File: src/rtl/fourx_linear_interpolator_tc.sv
// 1:4 linear-interpolating upsampler: each accepted sample closes a segment that is
// replayed over four clocks as a + floor(k*(b-a)/4), k = 0..3.
module fourx_linear_interpolator_tc #(
   parameter int WIDTH      = 13,
   parameter int HOLD_LIMIT = 255
) (
   input  logic                    clk,
   input  logic                    rst_n,
   input  logic signed [WIDTH-1:0] in,
   input  logic                    in_valid,
   output logic signed [WIDTH-1:0] out,
   output logic                    out_valid,
   output logic                    underrun,
   output logic                    overrun
);

   typedef enum logic [1:0] {EMPTY, PRIMED, RUN, HOLD} state_t;

   localparam logic [7:0] HOLD_LAST = 8'(HOLD_LIMIT - 1);

   state_t                  state, state_n;
   logic signed [WIDTH-1:0] a, a_n, b, b_n, out_n;
   logic signed [WIDTH:0]   d, d_n, diff_in;
   logic [1:0]              ph, ph_n;
   logic [7:0]              hold_cnt, hold_n;
   logic                    valid_n, under_n, over_n, load;
   logic signed [WIDTH+2:0] ph_ext, d_ext, prod, ramp;
   logic                    unused_ramp_msbs;

   // Ramp point: the product is at most 3*(2^WIDTH - 1), so WIDTH+3 bits never overflow.
   always_comb begin
      ph_ext  = {{(WIDTH+1){1'b0}}, ph};
      d_ext   = {{2{d[WIDTH]}}, d};
      prod    = ph_ext * d_ext;
      ramp    = {{3{a[WIDTH-1]}}, a} + (prod >>> 2);
      diff_in = {in[WIDTH-1], in} - {b[WIDTH-1], b};
   end

   // The ramp always lies between a and b, so its upper bits are pure sign extension.
   assign unused_ramp_msbs = ^ramp[WIDTH+2:WIDTH];

   always_comb begin
      state_n = state;
      a_n     = a;
      b_n     = b;
      d_n     = d;
      ph_n    = ph;
      hold_n  = hold_cnt;
      out_n   = '0;
      valid_n = 1'b0;
      under_n = 1'b0;
      over_n  = 1'b0;
      load    = 1'b0;
      case (state)
         EMPTY: begin
            if (in_valid) begin
               b_n     = in;
               state_n = PRIMED;
            end
         end
         PRIMED: load = in_valid;
         RUN: begin
            out_n   = ramp[WIDTH-1:0];
            valid_n = 1'b1;
            if (ph == 2'd3) begin
               if (in_valid) begin
                  load = 1'b1;
               end else begin
                  state_n = HOLD;
                  hold_n  = '0;
               end
            end else begin
               ph_n   = ph + 2'd1;
               over_n = in_valid;
            end
         end
         HOLD: begin
            out_n   = b;
            valid_n = 1'b1;
            under_n = (hold_cnt == 8'd0);
            if (in_valid) begin
               load = 1'b1;
            end else if (hold_cnt == HOLD_LAST) begin
               state_n = PRIMED;
               hold_n  = '0;
            end else begin
               hold_n = hold_cnt + 8'd1;
            end
         end
         default: state_n = EMPTY;
      endcase
      // A new segment always runs from the last accepted sample to the incoming one.
      if (load) begin
         a_n     = b;
         b_n     = in;
         d_n     = diff_in;
         ph_n    = '0;
         hold_n  = '0;
         state_n = RUN;
      end
   end

   always_ff @(posedge clk or negedge rst_n) begin
      if (!rst_n) begin
         state     <= EMPTY;
         a         <= '0;
         b         <= '0;
         d         <= '0;
         ph        <= '0;
         hold_cnt  <= '0;
         out       <= '0;
         out_valid <= 1'b0;
         underrun  <= 1'b0;
         overrun   <= 1'b0;
      end else begin
         state     <= state_n;
         a         <= a_n;
         b         <= b_n;
         d         <= d_n;
         ph        <= ph_n;
         hold_cnt  <= hold_n;
         out       <= out_n;
         out_valid <= valid_n;
         underrun  <= under_n;
         overrun   <= over_n;
      end
   end

endmodule
File: config.mk
export PLATFORM = sky130hd
export DESIGN_NAME = fourx_linear_interpolator_tc
export DESIGN_NICKNAME = d
export VERILOG_FILES = /design/src/rtl/fourx_linear_interpolator_tc.sv
export SDC_FILE = /design/constraint.sdc
export NUM_CORES = 1
export LEC_CHECK = 0
export CAP_MARGIN = 20
export CORE_MARGIN = 2
export CORE_UTILIZATION = 55
export CTS_BUF_LIST = sky130_fd_sc_hd__clkbuf_16
export DETAILED_ROUTE_END_ITERATION = 7
export PLACE_DENSITY_LB_ADDON = 0.3
export SYNTH_ARGS = -nofsm -noshare
export SYNTH_HDL_FRONTEND = slang
export SYNTH_SLANG_ARGS = --single-unit
File: constraint.sdc
create_clock -name clk -period 4.1 [get_ports clk]
set_input_delay 0.82 -clock clk [delete_from_list [all_inputs] [get_ports clk]]
set_output_delay 0.82 -clock clk [all_outputs]
set_load 0.01 [all_outputs]
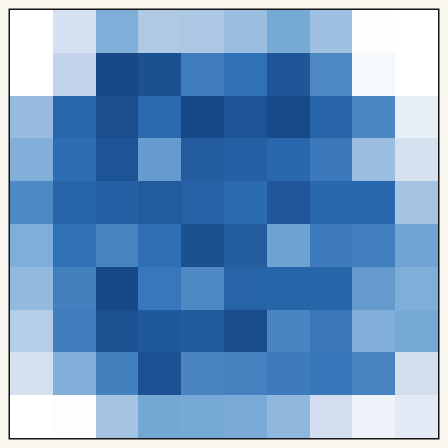
*Placement density heat map, run 1*
10 x 10 tiles, from white (low) to dark blue (high), 0 to 100% covered.
tiles over 75% full: 34%
emptiest ninth of the die: upper right
nearly empty tiles: 7.0%
densest ninth of the die: centre
mean over tiles: 57%

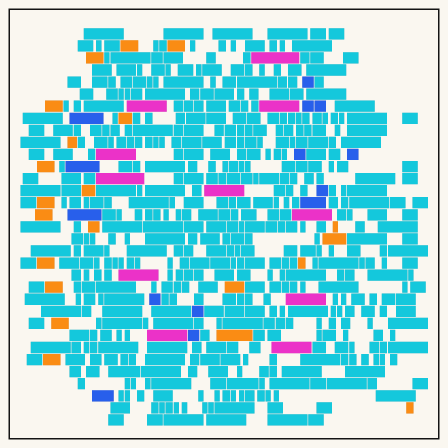
*Sizing map, run 1*
[magenta] x6 and larger | cells: 11 | share: 2.0%
[cyan] x1 and smaller | cells: 502 | share: 92%
[blue] x3 and x4 | cells: 14 | share: 2.6%
[orange] x2 | cells: 21 | share: 3.8%

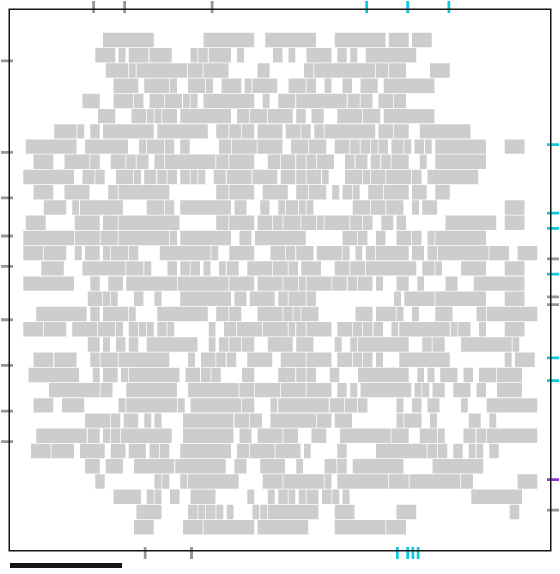
*I/O pins on the die edge, run 1*
The bar under the picture is 20 um long. Pins as bars across the die edge, other pins in grey.
[cyan] `out` | pins: 13 | direction: output | edge: 6 right, 4 bottom, 3 top
[purple] `underrun` | pins: 1 | direction: output | edge: right
all pins by edge: 11 right, 9 left, 6 bottom, 6 top

==> job_summary.md, run 1 <==
## Synthesis and layout report

| Metric | Value |
|---|---|
| Inverter count | 33 |
| Post-Syn Instances | 509 |
| Worst-path cell chain | buf_4 > and2_1 > ha_1 > ha_1 > or4_1 > o21ai_0 > nor2_1 > a31oi_1 > xnor2_1 > ha_1 > nand4_1 > a21oi_1 > o21ai_1 > and4_1 > or2_1 > o221ai_1 |
| DRC | 0 |
| Clock sink count | 68 |
| Comb pwr | 2180 uW |
| GR Overflow Total | 0 |
| Final core occ | 66.0% |
| Final WL | 9.94 mm |
| Maximum vdd drop | 0.378 mV |
| Number of global-route vias before repair | 3663 |
| Critical Path Start Type | flop |
| R2r endpoint | out[12] |
| Cell-internal power | 2450 uW |
| Largest delay share family, worst path | simple AND/OR/NAND/NOR gates |
| Flop Count | 68 |
| Dominant power group | combinational logic |
| Seq/Total Area, Yosys | 36.2% |
| Worst reg2reg path depth | 16 |
| Power Clock | 809 uW |
| Final hold slack | 489 ps |
| Final hold vios | 0 |
| CP max-delay cell | or4_1 |
| Chip Area, Yosys | 0.00470 mm2 |
| Adder share | 15.4% |
| Pwr Total | 4150 uW |
| Area-dominant class | multi-input combinational cells |
| P_sw | 1690 uW |
| Routed len/inst | 15.2 um |
| Root buffer cell | clkbuf_16 |
| XOR Share, Synth | 5.21% |
| Worst slew margin | 39.1% |
| Hold Path Cell Cnt | 2 |
| Fin worst setup slack | 232 ps |
| Post-DP HPWL | 7.56 mm |
| CTS Hold Bufs | 0 |
| Most used cell, CP | ha_1 |
| Die height | 96.5 um |
| CTS Buffer Depth | 2 |
| Hold EP | d[1] |
| Post-synth regs | 68 |
| Sequential share of cell area | 31.2% |
| Post-Place Cells | 634 |
| Flip-flops with a built-in enable | 0 |
| Reg power frac | 27.9% |
| First-pass GRT wire length | 16.5 mm |
| Layout cells sized above 1 | 8.39% |
| Clk tree area frac | 5.67% |
| Async S/R FF share, synth | 100% |
| Core area | 0.00826 mm2 |
| CP peak stage delay | 540 ps |
| Ao+oa area frac | 18.7% |
| Buffers on Ports | 31 |
| Setup repair bufs after CTS | 0 |
| Yosys cell count | 509 |
| Sequential Power | 1160 uW |
| Syn_nets | 581 |
| Filler cells | 661 |
| Mux frac, synth | 3.27% |
| Worst Path Max Fanout | 15 |
| WS Path Type | reg2reg |
| # rows | 33 |
| Pwr Density | 762 mW/mm2 |
| Sum Neg Setup Slack | 0 ps |
| Tap Count | 105 |
| Slew Viols, Final | 0 |
| Comb pwr share | 52.6% |
| Die X-Extent | 96.5 um |
| WP data arrival | 4110 ps |
| Pre-antenna DRT Iters | 6 |
| Clock skew | 9.15 ps |
| Status | complete, no violations |
| Crit Reg-Reg Startpoint | ph[0] |
| Antenna Nets Post-Route | 0 |
| Num ports | 32 |
| Syn Area/Cell | 9.24 um2 |
| Die area | 0.00931 mm2 |
| RSZ-0062 raised after global routing | no |
| Fin cells | 653 |
| Kind of end point of the critical path | flop |
| Largest net degree at the start of global routing | 40 |
| Max-Cap Viols | 0 |
| Initial Util | 57.0% |
| Max Clk Rate | 0.259 GHz |
| Comb gate area | 0.00282 mm2 |
| GRT Resource Usage Total | 23.3% |
| Layout net count | 615 |
| NonClk Buf Share | 6.71% |
| TritonCTS buffer count | 9 |
| Non-clock buffer count | 39 |
| Top cells by area | dfrtp_1 (36%), ha_1 (14%), o21ai_0 (4.8%), xnor2_1 (3.5%), nand2_1 (3.5%) |
| Top cell excl fill/tap | dfrtp_1 |
| Late-Pin Clk Latency | 340 ps |
| Post-DP Area | 0.00511 mm2 |
| Post-synth cell types | 64 |
| Routability Congestion | 0.870 |
| Clk pwr share | 19.5% |
| Setup violators final | 0 |
| Register Area | 0.00170 mm2 |
| CTS tree | done |
| Ys flop type | dfrtp_1 |
| Dominant cell area share | 36.2% |
| Yosys top cell by area | dfrtp_1 |
| Most common logic cells in the final layout | dfrtp_1 (68), ha_1 (53), o21ai_0 (44), nand2_1 (44), inv_1 (34) |
| Multi-input gate share of total cell area | 51.7% |
| Largest logic family | AND-OR/OR-AND gates |
| Mapped cell area | 0.00470 mm2 |
| Worst endpoint required time | 4340 ps |
| Yosys simple share | 17.2% |
| Worst slew pin tran | 913 ps |
| Worst setup path startpoint | ph[0] |
| R2R Setup Slk | 230 ps |
| Type of the tightest min-delay check | reg2reg |
| Critical Path Stages | 16 |
| Buf+Inv Stages, Crit Path | 1 |
| Period Utilization, post-route | 94.3% |
| Final instance area | 0.00545 mm2 |
| Via count | 3767 |
[run 1: per-layer routing]
layer,GRT usage [%],share of wire [%]
met1,29.5,46
met2,39.8,48
met5,0,0
met3,5.35,4.6
met4,7.04,1.4
[run 1: flip-flops by register name, indices dropped and copies added, names as in the netlist]
signal,flops
hold_cnt,8
b,13
d,14
out_valid,1
a,13
underrun,1
ph,2
state,2
out,13
overrun,1
[run 1: synth_stat cells (11+ instances only)]
cell	count
nor3_1	12
a21oi_1	28
o21ai_0	45
dfrtp_1	68
mux2_2	11
ha_1	53
inv_1	32
xnor2_1	19
nor2_1	33
nand2_1	44
and2_1	26
[run 1: cells by family (layout without fill, tap and decap cells)]
logic type,Yosys count,count (layout)
simple gates,158,158
compound gates,136,136
flops,68,68
fa+ha+maj,56,56
buf+inv,49,88
xor+xnor,28,28
mux,14,14
==> run 1 -> run 2 <==
--- a/config.mk
+++ b/config.mk
@@ -5,7 +5,6 @@
 export SDC_FILE = /design/constraint.sdc
 export NUM_CORES = 1
 export LEC_CHECK = 0
-export CAP_MARGIN = 20
 export CORE_MARGIN = 2
 export CORE_UTILIZATION = 55
 export CTS_BUF_LIST = sky130_fd_sc_hd__clkbuf_16
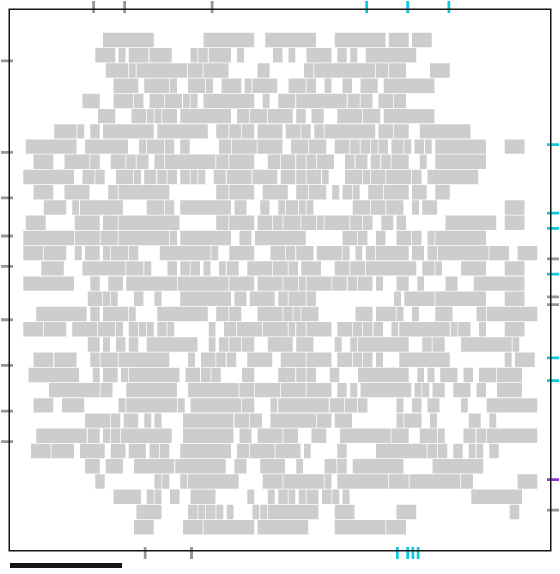
*I/O pins on the die edge, run 2*
The bar under the picture is 20 um long. Pins as bars across the die edge, other pins in grey.
[cyan] `out` | pins: 13 | direction: output | edge: 6 right, 4 bottom, 3 top
[purple] `underrun` | pins: 1 | direction: output | edge: right
all pins by edge: 11 right, 9 left, 6 bottom, 6 top

==> run 2 against run 1 <==
Compared with the run above:
- clock power hardly changed
- critical path depth unchanged
- highest routed layer unchanged
- first-iteration DRC count unchanged
- utilization did not move
- final area stayed put
- sequential power about the same
==> job_summary.md, run 2 <==
## Synthesis and layout report

| Metric | Value |
|---|---|
| WS Path Type | reg2reg |
| CLK BUF | 9 |
| Async S/R FF share, synth | 100% (unchanged) |
| Critical Path Stages | 16 (unchanged) |
| R2R Setup Slk | 230 ps (about the same) |
| Clk tree area frac | 5.67% (unchanged) |
| Chip Area, Yosys | 0.00470 mm2 (unchanged) |
| Slew Viols, Final | 0 (unchanged) |
| CTS tree | done |
| Dominant cell area share | 36.2% (unchanged) |
| Comb pwr share | 52.6% (about the same) |
| Yosys cell count | 509 (unchanged) |
| Post-Syn Instances | 509 (unchanged) |
| Final core occ | 66.0% (unchanged) |
| Tool warnings | 28 |
| WP data arrival | 4110 ps (about the same) |
| Final hold slack | 489 ps (unchanged) |
| Dominant power group | combinational logic |
| Post-Place Cells | 634 (unchanged) |
| Clk pwr share | 19.5% (about the same) |
| Number of global-route vias before repair | 3663 (unchanged) |
| Initial Util | 57.0% (unchanged) |
| Ys flop type | dfrtp_1 |
| CP max-delay cell | or4_1 |
| Yosys top cell by area | dfrtp_1 |
| Hold EP | d[1] |
| Antenna Nets Post-Route | 0 (unchanged) |
| Buf+Inv Stages, Crit Path | 1 (unchanged) |
| Post-synth regs | 68 (unchanged) |
| GRT Resource Usage Total | 23.3% (unchanged) |
| R2r endpoint | out[12] |
| Worst slew pin tran | 913 ps (unchanged) |
| Buffers on Ports | 31 (unchanged) |
| Critical Path Start Type | flop |
| Synth top cell by count | dfrtp_1 |
| Filler cells | 661 (unchanged) |
| Multi-input gate share of total cell area | 51.7% (unchanged) |
| Sequential Power | 1160 uW (about the same) |
| Max-Cap Viols | 0 (unchanged) |
| Root buffer cell | clkbuf_16 |
| Biggest register | d |
| First-pass GRT wire length | 16.5 mm (unchanged) |
| Largest net degree at the start of global routing | 40 (unchanged) |
| Final hold vios | 0 (unchanged) |
| GR Overflow Total | 0 (unchanged) |
| Power Clock | 809 uW (about the same) |
| Setup violators final | 0 (unchanged) |
| Worst-path cell chain | buf_4 > and2_1 > ha_1 > ha_1 > or4_1 > o21ai_0 > nor2_1 > a31oi_1 > xnor2_1 > ha_1 > nand4_1 > a21oi_1 > o21ai_1 > and4_1 > or2_1 > o221ai_1 |
| Final WL | 9.94 mm (unchanged) |
| Die X-Extent | 96.5 um (unchanged) |
| Inverter count | 33 (unchanged) |
| Post-DP Area | 0.00511 mm2 (unchanged) |
| Post-DP HPWL | 7.56 mm (unchanged) |
| Die area | 0.00931 mm2 (unchanged) |
| Type of the tightest min-delay check | reg2reg |
| Most common logic cells in the final layout | dfrtp_1 (68), ha_1 (53), o21ai_0 (44), nand2_1 (44), inv_1 (34) |
| Area-dominant class | multi-input combinational cells |
| Comb gate area | 0.00282 mm2 (unchanged) |
| Synth cell count leaders | dfrtp_1 (68), ha_1 (53), o21ai_0 (45) |
| CP peak stage delay | 540 ps (about the same) |
| NonClk Buf Share | 6.71% (unchanged) |
| Clock sink count | 68 (unchanged) |
| Largest register FFs | 14 (unchanged) |
| Flop Count | 68 (unchanged) |
| Post-synth cell types | 64 (unchanged) |
| Reg power frac | 27.9% (about the same) |
| Worst endpoint required time | 4340 ps (about the same) |
| Kind of end point of the critical path | flop |
| Sequential share of cell area | 31.2% (unchanged) |
| Maximum vdd drop | 0.378 mV (unchanged) |
| Hold Path Cell Cnt | 2 (unchanged) |
| Period Utilization, post-route | 94.3% (unchanged) |
| CTS Hold Bufs | 0 (unchanged) |
| # rows | 33 (unchanged) |
| Cell-internal power | 2450 uW (unchanged) |
| Top cells by area | dfrtp_1 (36%), ha_1 (14%), o21ai_0 (4.8%), xnor2_1 (3.5%), nand2_1 (3.5%) |
| Layout cells sized above 1 | 8.39% (unchanged) |
| Final instance area | 0.00545 mm2 (unchanged) |
| Syn_nets | 581 (unchanged) |
| Pleak | 0.00260 uW |
| Tap Count | 105 (unchanged) |
| Max Clk Rate | 0.259 GHz (unchanged) |
| Last element of the critical path | out[12] |
| Routed len/inst | 15.2 um (unchanged) |
| Via count | 3767 (unchanged) |
| Num ports | 32 (unchanged) |
| Most used cell, CP | ha_1 |
| Fin cells | 653 (unchanged) |
| Pwr Density | 762 mW/mm2 (unchanged) |
| Layout net count | 615 (unchanged) |
| HP Start | d[1] |
| Crit Reg-Reg Startpoint | ph[0] |
| Seq/Total Area, Yosys | 36.2% (unchanged) |
| DRC | 0 (unchanged) |
| Clock skew | 9.15 ps (unchanged) |
| Status | complete, no violations |
| Late-Pin Clk Latency | 340 ps (about the same) |
| Worst setup path startpoint | ph[0] |
| P_sw | 1690 uW (unchanged) |
| TritonCTS buffer count | 9 (unchanged) |
| Sum Neg Setup Slack | 0 ps (unchanged) |
| CTS Buffer Depth | 2 (unchanged) |
| Top cell excl fill/tap | dfrtp_1 |
| Non-clock buffer count | 39 (unchanged) |
| # H-tree levels | 3 |
| Worst Path Max Fanout | 15 (unchanged) |
| Flip-flops with a built-in enable | 0 (unchanged) |
| Die height | 96.5 um (unchanged) |
| RSZ-0062 raised after global routing | no |
| Fin worst setup slack | 232 ps (unchanged) |
| Pwr Total | 4150 uW (unchanged) |
| Syn Area/Cell | 9.24 um2 (unchanged) |
| Routability Congestion | 0.870 (unchanged) |
| Pre-antenna DRT Iters | 6 (unchanged) |
| Mapped cell area | 0.00470 mm2 (unchanged) |
| Worst reg2reg path depth | 16 (unchanged) |
| Comb pwr | 2180 uW (about the same) |
| Register Area | 0.00170 mm2 (unchanged) |
| Largest delay share family, worst path | simple AND/OR/NAND/NOR gates |
| Core area | 0.00826 mm2 (unchanged) |
| Worst slew margin | 39.1% (unchanged) |
| Switching share of power | 40.8% |
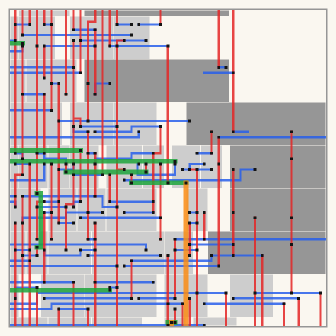
*Close-up of the layout, run 2*
Window x 62 to 82, y 62 to 82 um. Cells in grey, sequential cells in the stronger grey; small squares are vias.
[green] M3
[blue] M1
[red] M2
[orange] M4
most frequent: dfrtp_1 (5), buf_4 (4)
netlist names of flops here include: `out` (3), `a` (2)
sequential cells in the window: 5
cells with their middle in the window: 31

## run 2: cell counts in the layout (fill, tap and decap cells not counted)
Identical to the previous run, type by type.
## run 2: per-layer routing
layer / vias up / global-route usage, % / share of wire, %
li1: 1870 / - / -
met1: 1794 / 29.5 / 46
met2: 87 / 39.8 / 48
met3: 16 / 5.35 / 4.6
met4: 0 / 7.04 / 1.4
met5: - / 0 / 0
## run 2: cell families after synthesis
kind of cell / after synthesis / synth area share, %
and+or+nand+nor: 158 / 17.2
AOI/OAI and AO/OA: 136 / 18.7
DFF: 68 / 36.2
adders and majority gates: 56 / 15.4
buffers and inverters: 49 / 4.12
xor gates and xnor gates: 28 / 5.21
muxes: 14 / 3.27
## run 2: what timing repair did
item,4_1_cts,5_1_grt
endpoints found under the setup margin,0,1
buffers inserted,0,3
gates resized,0,3
### Placement density heat map, run 2

10 x 10 tiles, from white (low) to dark blue (high), 0 to 100% covered.
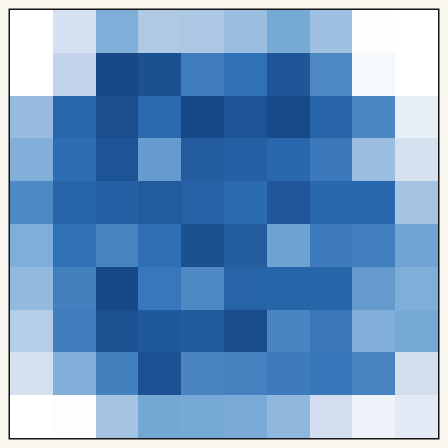

==> run 2 -> run 3 <==
--- a/config.mk
+++ b/config.mk
@@ -10,6 +10,7 @@
 export CTS_BUF_LIST = sky130_fd_sc_hd__clkbuf_16
 export DETAILED_ROUTE_END_ITERATION = 7
 export PLACE_DENSITY_LB_ADDON = 0.3
+export SETUP_SLACK_MARGIN = 0.05
 export SYNTH_ARGS = -nofsm -noshare
 export SYNTH_HDL_FRONTEND = slang
 export SYNTH_SLANG_ARGS = --single-unit
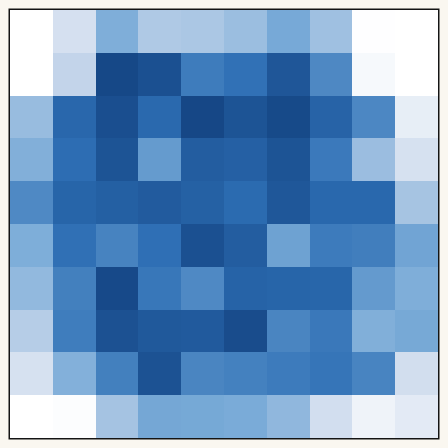
*Placement density heat map, run 3*
10 x 10 tiles, from white (low) to dark blue (high), 0 to 100% covered.
fullest tile: 91%
emptiest ninth of the die: upper right
tiles over 75% full: 34%
densest ninth of the die: centre
mean over tiles: 57%
nearly empty tiles: 7.0%

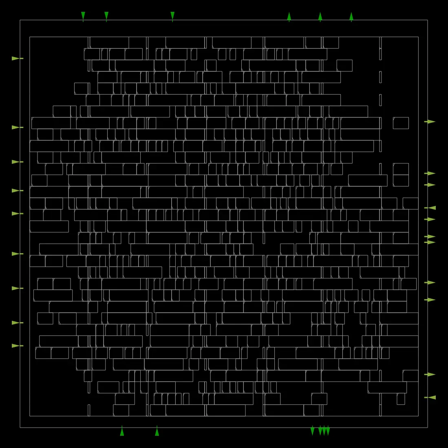
*Placed standard cells, run 3*
sequential share of cell area: 31.2%
fin cells: 654
Tap Count: 105

==> run 3 against run 2 <==
Compared with the run above:
- power is 0.36% higher
- critical path type unchanged
- largest power group unchanged
- utilization is 0.091 points higher
- global-route usage stayed put
- routed wire length is 0.17% higher
==> job_summary.md, run 3 <==
## Synthesis and layout report

| Metric | Value |
|---|---|
| Layout cells sized above 1 | 8.56% (+0.17 points) |
| Initial Util | 57.0% (unchanged) |
| Top routing layer in use | met4 |
| Top cells by area | dfrtp_1 (36%), ha_1 (14%), o21ai_0 (4.8%), xnor2_1 (3.5%), nand2_1 (3.5%) |
| Final hold vios | 0 (unchanged) |
| Syn_nets | 581 (unchanged) |
| Worst endpoint required time | 4340 ps (about the same) |
| Last element of the critical path | out[12] |
| Max-Cap Viols | 0 (unchanged) |
| Core area | 0.00826 mm2 (unchanged) |
| Die X-Extent | 96.5 um (unchanged) |
| Met3 Use GR | 5.35% (unchanged) |
| Filler cells | 659 (-0.30%) |
| TritonCTS buffer count | 9 (unchanged) |
| Post-synth regs | 68 (unchanged) |
| Pleak | 0.00260 uW (+0.17%) |
| Dominant power group | combinational logic |
| Slew Viols, Final | 0 (unchanged) |
| Seq/Total Area, Yosys | 36.2% (unchanged) |
| Post-DP HPWL | 7.56 mm (unchanged) |
| Most used cell, CP | ha_1 |
| Cts repair resizes | 0 (unchanged) |
| # H-tree levels | 3 (unchanged) |
| R2r endpoint | out[12] |
| GRT Resource Usage Total | 23.3% (unchanged) |
| Mapped cell area | 0.00470 mm2 (unchanged) |
| Routability Congestion | 0.870 (unchanged) |
| Reg power frac | 27.9% (about the same) |
| CTS tree | done |
| Period Utilization, post-route | 93.7% (-0.65 points) |
| Non-clock buffer count | 40 (+2.6%) |
| RSZ-0062 raised after global routing | no |
| Power Clock | 803 uW (-0.7%) |
| Multi-input gate share of total cell area | 51.6% (-0.071 points) |
| Largest logic family | AND-OR/OR-AND gates |
| Final WL | 9.95 mm (+0.17%) |
| Crit Reg-Reg Startpoint | ph[0] |
| Mux frac, synth | 3.27% (unchanged) |
| Maximum vdd drop | 0.379 mV (+0.35%) |
| Largest register FFs | 14 (unchanged) |
| Synth cell count leaders | dfrtp_1 (68), ha_1 (53), o21ai_0 (45) |
| XOR Share, Synth | 5.21% (unchanged) |
| Comb pwr | 2200 uW (about the same) |
| Flip-flops with a built-in enable | 0 (unchanged) |
| Worst-path cell chain | buf_4 > and2_1 > ha_1 > ha_1 > or4_1 > o21ai_0 > nor2_1 > a31oi_1 > xnor2_1 > ha_1 > nand4_1 > a21oi_1 > o21ai_1 > and4_1 > or2_1 > o221ai_1 |
| Post-synth cell types | 64 (unchanged) |
| Yosys simple share | 17.2% (unchanged) |
| Met1 Wirelength | 4.54 mm (-1.5%) |
| Status | complete, no violations |
| Buf+Inv Stages, Crit Path | 1 (unchanged) |
| Die height | 96.5 um (unchanged) |
| Clk tree area frac | 5.67% (-0.0078 points) |
| Kind of end point of the critical path | flop |
| Dominant cell area share | 36.2% (unchanged) |
| Met2 Resource Use GR | 39.8% (unchanged) |
| Switching share of power | 40.8% (-0.071 points) |
| CTS Buffer Depth | 2 (unchanged) |
| Critical Path Start Type | flop |
| Number of global-route vias before repair | 3663 (unchanged) |
| Top cell excl fill/tap | dfrtp_1 |
| Ys flop type | dfrtp_1 |
| WS Path Type | reg2reg |
| Clock sink count | 68 (unchanged) |
| Pwr Total | 4160 uW (+0.36%) |
| Root buffer cell | clkbuf_16 |
| Inverter count | 33 (unchanged) |
| Register Area | 0.00170 mm2 (unchanged) |
| Largest net degree at the start of global routing | 40 (unchanged) |
| Worst reg2reg path depth | 16 (unchanged) |
| Yosys cell count | 509 (unchanged) |
| CLK BUF | 9 (unchanged) |
| Area-dominant class | multi-input combinational cells |
| Most common logic cells in the final layout | dfrtp_1 (68), ha_1 (53), nand2_1 (44) |
| WL met2 | 4.78 mm (+1.1%) |
| CTS Hold Bufs | 0 (unchanged) |
| Clk pwr share | 19.3% (-0.2 points) |
| CP peak stage delay | 540 ps (about the same) |
| Setup violators final | 0 (unchanged) |
| Routed len/inst | 15.2 um (about the same) |
| Worst setup path startpoint | ph[0] |
| Worst Path Max Fanout | 15 (unchanged) |
| Ao+oa area frac | 18.7% (unchanged) |
| Late-Pin Clk Latency | 330 ps (about the same) |
| Cell-internal power | 2470 uW (+0.49%) |
| Worst slew pin tran | 903 ps (-10.9 ps) |
| Die area | 0.00931 mm2 (unchanged) |
| Layout net count | 616 (+0.16%) |
| Sum Neg Setup Slack | 0 ps (unchanged) |
| Met3 routed wirelength | 531 um (+15%) |
| Syn Area/Cell | 9.24 um2 (unchanged) |
| Tool warnings | 28 (unchanged) |
| Max Clk Rate | 0.260 GHz (+0.70%) |
| Antenna Nets Post-Route | 0 (unchanged) |
| Post-Syn Instances | 509 (unchanged) |
| CP max-delay cell | or4_1 |
| Sequential Power | 1160 uW (about the same) |
[run 3: worst min-delay path by stage]
stage,cells after the start,endpoint,slack (ps),from
after floorplan,2,d[0],440,d[0]
after global placement,2,d[1],460,d[1]
after detailed placement,2,d[1],480,d[1]
after CTS,2,d[1],490,d[1]
after global routing,1,b[11],520,b[11]
final,2,d[5],490,d[5]
[run 3: per-stage QoR]
stage | worst slack [ps] | instances | instance area, um2 | hold WS [ps] | util, %
4_1_cts | 135 | 650 | 5420 | 493 | 65.6
3_5_place_dp | 163 | 634 | 5110 | 481 | 61.9
5_1_grt | 51.1 | 654 | 5460 | 516 | 66.1
2_1_floorplan | 425 | 509 | 4700 | 442 | -
3_3_place_gp | 302 | 634 | 5110 | 464 | 61.9
6_report | 259 | 654 | 5460 | 490 | 66.1
Power is estimated from default activity; no workload was simulated.
